Fig. 1: routed clock nets over the placement
Scale bar: 20 um.
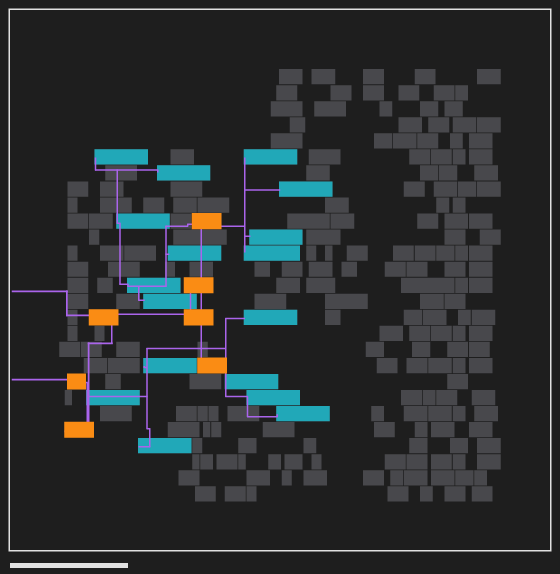
Fig. 2: sequential cells coloured by netlist name
Other sequential cells in the stronger grey, the rest of the logic in the fainter grey.
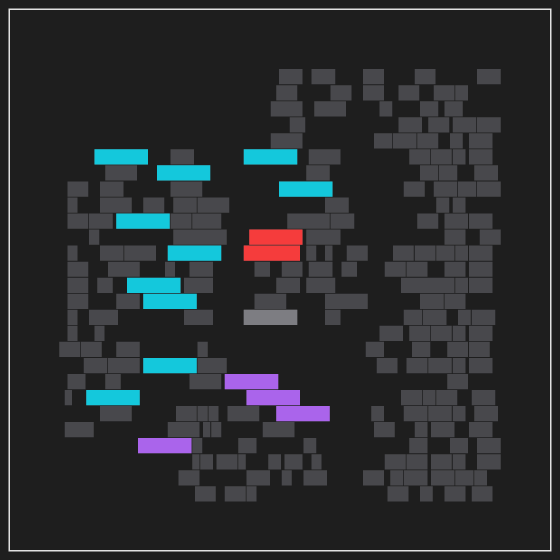
Fig. 3: clock nets
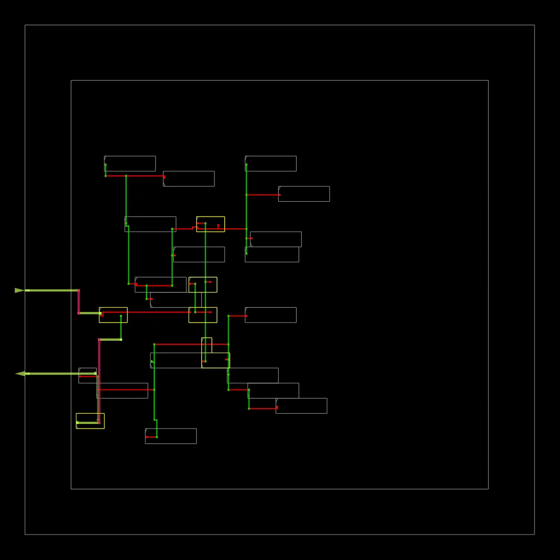
Design hasti_sram_slave, sky130hd; sources not shown.
==> run notes <==
The synthesis and PnR run went through. The run finished, with violations left. The checks that failed: setup timing. The synthesized design contains 17 register bits. Effective utilization at floorplan landed at 24.9%. Overall routing resource usage recorded by global route was 10.5%. Note that the worst hold path type here is in -> async.

Area of the synthesized netlist per yosys stat landed at 1370 um^2. Yosys shows that the main logic family after synthesis is multiplexers. The synthesized netlist devotes 19.7% of its cell area to simple gates.

Maximum fanout encountered on the critical timing path landed at 9. Number of nets in the final layout landed at 330. Diode insertion count for antenna repair landed at 0. Total routed wire length on the met1 layer landed at 1.69 mm. Overflow left after global routing landed at 0. Worst-case register-to-register setup slack landed at 0 ns. Wire length on met2 landed at 2.07 mm. The largest single stage delay on the critical path is 0.42 ns.

Pins over their slew limit in the final report were tallied at 0. Final-layout fill cell count landed at 541. Walking the worst path, the cells encountered are buf_6 -> mux2_2 -> buf_2.

Number of rows created at floorplan landed at 27. Number of cells after detailed placement landed at 276. Post-synthesis to final-layout area growth landed at 82.5%. Of the cells placed in the final design, the portion with a size suffix greater than 1 is 52.6%. Number of warnings the tools reported landed at 58.

STA classifies the critical path endpoint as an output pin. For this design the static power due to leakage is 1.13 nW. Mean instance size in the synthesized netlist landed at 10.2 um^2. Via count of the routed design landed at 1,210. Violation tally from detailed-route iteration zero landed at 18. Worst-case setup margin in the final layout landed at -0.0278 ns. The kind of cell with the highest combined delay along the critical path is flip-flops. Final number of setup-violating endpoints landed at 26. Once detailed placement completed, the half-perimeter wirelength came to 3.61 mm. STA classifies the critical path startpoint as a flop.

Average wire per standard cell landed at 15.8 um. Sequential area share after synthesis landed at 31.1%. Routed signal wires occupy layers up through met4. Per the post-synthesis report, the number of cells in the design is 134. After floorplanning, the die was sized to cover 8380 um^2. Count of nets left with antenna violations after detail routing landed at 0. For this run, design rule violations remaining after detail routing come to 0. Xor/xnor share of the synthesized area landed at 0%. Setup slack on the worst path after placement came out at -0.0817 ns.

Hold repair after CTS inserted 0 buffers.
About Fig. 1:
[flip-flops] cyan | count: 17
[cells driving clock nets] orange | count: 7
[clock wires] purple | length: 286 um
routed clock nets: 8
relative contribution of the clock network to total power: 36.3%
Post-Route Skew: 0.00575 ns
clk pwr: 0.000555 W
clk_lat worst skew: 0.35 ns

About Fig. 2:
[addr_q] cyan | placed flops: 10
[byteena_q] purple | placed flops: 4 | where: bottom centre
[state_q] red | placed flops: 2
power in sequential cells: 0.000522 W
sequential cell area: 427 um^2

About Fig. 3:
final-layout clock buffer total: 7
number of flip-flops and latches: 17

==> cell usage after synthesis <==
master | n | area share, %
sky130_fd_sc_hd__nor2b_2 | 1 | 0.64
sky130_fd_sc_hd__o21ai_0 | 5 | 1.8
sky130_fd_sc_hd__buf_6 | 1 | 0.82
sky130_fd_sc_hd__and2_1 | 36 | 16
sky130_fd_sc_hd__mux2_4 | 9 | 9.9
sky130_fd_sc_hd__a21oi_4 | 1 | 1.2
sky130_fd_sc_hd__nor2b_1 | 1 | 0.46
sky130_fd_sc_hd__nand3_2 | 1 | 0.73
sky130_fd_sc_hd__o21a_1 | 1 | 0.55
sky130_fd_sc_hd__dfrtp_1 | 17 | 31
sky130_fd_sc_hd__mux2_2 | 16 | 13
sky130_fd_sc_hd__buf_4 | 34 | 19
sky130_fd_sc_hd__clkbuf_1 | 3 | 0.82
sky130_fd_sc_hd__and3b_1 | 1 | 0.64
sky130_fd_sc_hd__inv_1 | 1 | 0.27
sky130_fd_sc_hd__nand2_1 | 1 | 0.27
sky130_fd_sc_hd__conb_1 | 1 | 0.27
sky130_fd_sc_hd__buf_2 | 1 | 0.36
sky130_fd_sc_hd__buf_12 | 1 | 1.5
sky130_fd_sc_hd__nor2_1 | 2 | 0.55
==> cell families (layout without fill, tap and decap cells) <==
family,count (synthesis),after routing
buf+inv,41,122
compound gates,7,7
flops,17,17
mux,25,25
other cells,1,1
simple gates,43,43
==> per-layer routing <==
| metal | vias to the layer above | track usage, % |
|---|---|---|
| met3 | 18 | 6.58 |
| met4 | 0 | 5.32 |
| met1 | 553 | 11.3 |
| li1 | 558 | - |
| met5 | - | 0 |
| met2 | 81 | 15.7 |
==> power breakdown <==
part	leakage, nW	internal [W]	total [W]	switching, W
clock network	0.0523	0.000345	0.000555	0.000211
logic	0.882	0.000305	0.000451	0.000146
registers	0.196	0.000485	0.000522	0.0000373
==> repair_timing <==
item / 4_1_cts / 5_1_grt
setup buffers: 3 / 0
setup endpoints to repair: 49 / 61
hold endpoints to repair: 0 / 0
cloned: 0 / 2
resized: 239 / 60
pin swaps: 1 / 2
==> cell type report <==
class | instances | share of cell area (%)
Clock inverter | 1 | 0.200
Inverter | 1 | 0.150
Tap cell | 72 | 3.60
Sequential cell | 17 | 17.1
Clock buffer | 7 | 3.65
Timing Repair Buffer | 113 | 46.8
Multi-Input combinational cell | 76 | 28.5
==> per-stage QoR <==
| step | setup TNS (ns) | utilization (%) | hold slack (ns) | cell area, um^2 | total power, W |
|---|---|---|---|---|---|
| 3_5_place_dp | -2.77 | 41.1 | 0.489 | 2260 | 0.00103 |
| 5_1_grt | -3.05 | 45.4 | 0.235 | 2500 | 0.00162 |
| 2_1_floorplan | 0 | - | -0.0481 | 1370 | 0.000894 |
| 6_report | -0.322 | 45.4 | 0.214 | 2500 | 0.00153 |
| 3_3_place_gp | -2.97 | 41.1 | 0.484 | 2260 | 0.00102 |
| 4_1_cts | -1.19 | 41.5 | 0.217 | 2280 | 0.00152 |
Power and IR drop assume default switching activity.
